==> config.mk <==
export PLATFORM = sky130hd
export DESIGN_NAME = key_input_device
export DESIGN_NICKNAME = d
export VERILOG_FILES = /design/src/rtl/key_io_pkg.sv /design/src/rtl/key_debouncer.sv /design/src/rtl/key_input_device.sv
export SDC_FILE = /design/constraint.sdc
export NUM_CORES = 1
export LEC_CHECK = 0
export CORE_MARGIN = 2
export CORE_UTILIZATION = 55
export DETAILED_ROUTE_END_ITERATION = 6
export PLACE_DENSITY_LB_ADDON = 0.1
export SYNTH_ARGS = -nofsm -noshare
export SYNTH_HDL_FRONTEND = slang
export SYNTH_HIERARCHICAL = 1
export SYNTH_SLANG_ARGS = --single-unit
==> constraint.sdc <==
create_clock -name clk -period 4.3 [get_ports clk]
set_input_delay 1.29 -clock clk [delete_from_list [all_inputs] [get_ports clk]]
set_output_delay 1.29 -clock clk [all_outputs]
set_load 0.02 [all_outputs]
==> src/rtl/key_io_pkg.sv <==
// ---------------------------------------------------------------------------
// key_io_pkg
// Shared constants and types for the pushbutton I/O peripheral.
//   ADDR_KDATA / ADDR_KCTRL : register addresses in the data-memory map
//   NKEYS                   : default number of pushbuttons
//   READY_LSB / OVR_LSB     : bit offsets of the ready/ovr fields in KCTRL
// ---------------------------------------------------------------------------
package key_io_pkg;

   localparam logic [31:0] ADDR_KDATA = 32'hF000_0010;
   localparam logic [31:0] ADDR_KCTRL = 32'hF000_0110;
   localparam int          NKEYS      = 4;
   localparam int          READY_LSB  = 0;
   localparam int          OVR_LSB    = 8;

   // Which register the current bus address selects.
   typedef enum logic [1:0] {
      SEL_NONE  = 2'd0,
      SEL_KDATA = 2'd1,
      SEL_KCTRL = 2'd2
   } reg_sel_e;

endpackage

==> src/rtl/key_debouncer.sv <==
// ---------------------------------------------------------------------------
// key_debouncer
// One pushbutton: 2-flop synchronizer, stability counter and debounced level.
//   clk_i          : system clock
//   rst_ni         : asynchronous active-low reset
//   key_ni         : raw key, active-low, asynchronous to clk_i
//   stb_o          : debounced level, 1 = pressed
//   press_pulse_o  : high for the single cycle whose closing edge raises stb_o
// ---------------------------------------------------------------------------
module key_debouncer #(
   parameter int DEBOUNCE_CYCLES = 500000
) (
   input  logic clk_i,
   input  logic rst_ni,
   input  logic key_ni,
   output logic stb_o,
   output logic press_pulse_o
);

   localparam int             CW      = $clog2(DEBOUNCE_CYCLES);
   localparam logic [CW-1:0]  CNT_MAX = CW'(DEBOUNCE_CYCLES - 1);

   logic          s1_q, s2_q;
   logic          stb_q, stb_d;
   logic [CW-1:0] cnt_q, cnt_d;

   // Any cycle where the synchronized level agrees with stb restarts the
   // count, so only an uninterrupted run of DEBOUNCE_CYCLES flips stb.
   always_comb begin
      stb_d = stb_q;
      cnt_d = '0;
      if (~s2_q != stb_q) begin
         if (cnt_q == CNT_MAX) begin
            stb_d = ~stb_q;
         end else begin
            cnt_d = cnt_q + 1'b1;
         end
      end
   end

   always_ff @(posedge clk_i or negedge rst_ni) begin
      if (!rst_ni) begin
         s1_q  <= 1'b1;
         s2_q  <= 1'b1;
         stb_q <= 1'b0;
         cnt_q <= '0;
      end else begin
         s1_q  <= key_ni;
         s2_q  <= s1_q;
         stb_q <= stb_d;
         cnt_q <= cnt_d;
      end
   end

   assign stb_o = stb_q;
   // Derived from next-state so the event flag updates on the same edge as stb.
   assign press_pulse_o = stb_d & ~stb_q;

endmodule

==> src/rtl/key_input_device.sv <==
// ---------------------------------------------------------------------------
// key_input_device
// Memory-mapped pushbutton peripheral: debounces NKEYS active-low keys,
// exposes the debounced state (KDATA) and sticky press/overrun flags
// (KCTRL, write-1-to-clear) on the data-memory I/O read path.
//   clk      : system clock
//   reset_n  : asynchronous active-low reset
//   key      : raw pushbuttons, active-low
//   abus     : MEM-stage address
//   wdata    : store data
//   we       : store strobe
//   rdata    : addressed register contents, 0 when not addressed
//   hit      : abus selects KDATA or KCTRL
//   pressed  : debounced key state, 1 = held
// ---------------------------------------------------------------------------
module key_input_device
   import key_io_pkg::*;
#(
   parameter int          DBITS           = 32,
   parameter int          NKEYS           = key_io_pkg::NKEYS,
   parameter int          DEBOUNCE_CYCLES = 500000,
   parameter logic [31:0] ADDR_KDATA      = key_io_pkg::ADDR_KDATA,
   parameter logic [31:0] ADDR_KCTRL      = key_io_pkg::ADDR_KCTRL
) (
   input  logic             clk,
   input  logic             reset_n,
   input  logic [NKEYS-1:0] key,
   input  logic [DBITS-1:0] abus,
   input  logic [DBITS-1:0] wdata,
   input  logic             we,
   output logic [DBITS-1:0] rdata,
   output logic             hit,
   output logic [NKEYS-1:0] pressed
);

   logic [NKEYS-1:0] stb;
   logic [NKEYS-1:0] press;
   logic [NKEYS-1:0] ready_q, ready_d;
   logic [NKEYS-1:0] ovr_q, ovr_d;
   logic [NKEYS-1:0] clr_ready, clr_ovr;
   reg_sel_e         sel;

   for (genvar i = 0; i < NKEYS; i++) begin : g_key
      key_debouncer #(
         .DEBOUNCE_CYCLES(DEBOUNCE_CYCLES)
      ) u_deb (
         .clk_i        (clk),
         .rst_ni       (reset_n),
         .key_ni       (key[i]),
         .stb_o        (stb[i]),
         .press_pulse_o(press[i])
      );
   end

   always_comb begin
      if (abus == DBITS'(ADDR_KDATA)) begin
         sel = SEL_KDATA;
      end else if (abus == DBITS'(ADDR_KCTRL)) begin
         sel = SEL_KCTRL;
      end else begin
         sel = SEL_NONE;
      end
   end

   // A clear and a new press on the same key in one cycle leave ready set
   // and do not count as an overrun: the clear acknowledges the old event.
   always_comb begin
      clr_ready = '0;
      clr_ovr   = '0;
      if (we && sel == SEL_KCTRL) begin
         clr_ready = wdata[READY_LSB +: NKEYS];
         clr_ovr   = wdata[OVR_LSB +: NKEYS];
      end
      ready_d = (ready_q & ~clr_ready) | press;
      ovr_d   = (ovr_q & ~clr_ovr) | (press & ready_q & ~clr_ready);
   end

   always_ff @(posedge clk or negedge reset_n) begin
      if (!reset_n) begin
         ready_q <= '0;
         ovr_q   <= '0;
      end else begin
         ready_q <= ready_d;
         ovr_q   <= ovr_d;
      end
   end

   always_comb begin
      rdata = '0;
      hit   = 1'b0;
      case (sel)
         SEL_KDATA: begin
            hit              = 1'b1;
            rdata[NKEYS-1:0] = stb;
         end
         SEL_KCTRL: begin
            hit                      = 1'b1;
            rdata[READY_LSB +: NKEYS] = ready_q;
            rdata[OVR_LSB +: NKEYS]   = ovr_q;
         end
         default: ;
      endcase
   end

   assign pressed = stb;

   // Remaining store-data bits have no register behind them.
   logic unused_wdata;
   assign unused_wdata = ^wdata;

endmodule

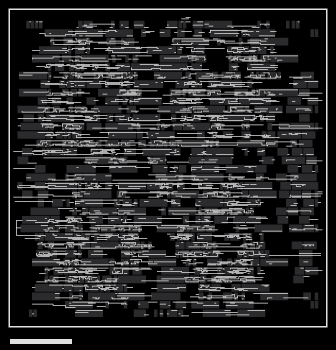
(met1 routing)
The bar under the picture is 20 µm long. Cells faint in the background.
570 nets have wire on it. The longest straight run is 29.0 µm. The wires run mostly horizontal. The layer carries 4730 µm of wire.
via count: 3958
met1 usage: 0.291
Detailed Route WL: 10700 µm

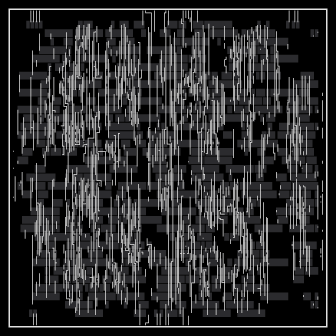
(the metal 2 layer)
Cells faint in the background.
The layer holds 50% of the routed length. The wires run mostly vertical. The longest straight run is 39.1 µm. The layer carries 5400 µm of wire. 545 nets have wire on it.

==> flow_summary.json <==
{
  "status": "finished clean",
  "crit_chain": "clkdlybuf4s50_1, nor4_2, nand4_2, buf_6, nor2_4, buf_6, a22o_1, buf_6",
  "initial_core_util": 0.566,
  "worstSkewPairLatency_ps": 360,
  "postRouteAntennaNets": 0,
  "largest_register_ffs": 76,
  "comb-power_mw": 0.124,
  "ys_seq_frac": 0.464,
  "yosysMostFrequentCell": "dfrtp_1",
  "use_met2": 0.379,
  "area_share_clock_buf_inv": 0.0272,
  "cp-end-kind": "output pin",
  "grt_max_degree": 50,
  "wl_met2_um": 5400,
  "seq_share": 0.401,
  "crit_path_max_fanout": 4,
  "regMostFlops": "g_key.u_deb/cnt_q",
  "grt_pass1_wl_um": 18100,
  "p_per_area_nw_per_um2": 262,
  "first_pass_iters": 4,
  "drtIter0Drc": 153,
  "numSynthFlops": 96,
  "area_growth_pct": 15.7,
  "cp_common_cell": "buf_6",
  "xor_share": 0.108,
  "p_seq_frac": 0.593,
  "final_common_cell": "dfrtp_1",
  "routabilityCongestion": 0.830,
  "largest_class": "logic gates",
  "common_cells": "88 x dfrtp_1, 83 x nor2_1, 55 x xnor2_1, 28 x buf_4, 28 x nand2_1",
  "critPathBufInv": 4,
  "antenna_cells": 0,
  "ir_drop_mv": 0.164,
  "fin_crit_ps": 4230,
  "n_all_buffers": 69,
  "grt.busiest_layer": "met2",
  "compound_area_frac": 0.0548,
  "start_kind": "primary input",
  "worst_slew_pin_slew_ps": 1150,
  "finalHoldViolations": 0,
  "crit_family": "buffers and inverters",
  "final_cells": 704,
  "clk_pin_slew_ps": 90,
  "grt_overflow": 0,
  "ys_sh_simple": 0.294,
  "synthesis.area_um2": 5200,
  "finalCritPeriodShare": 0.983,
  "io_pins": 108,
  "holdPathEnd": "g_key[2].u_deb/s2_q$_DFF_PN1_",
  "finalPower_mw": 1.57,
  "holdBufCountCts": 0
}
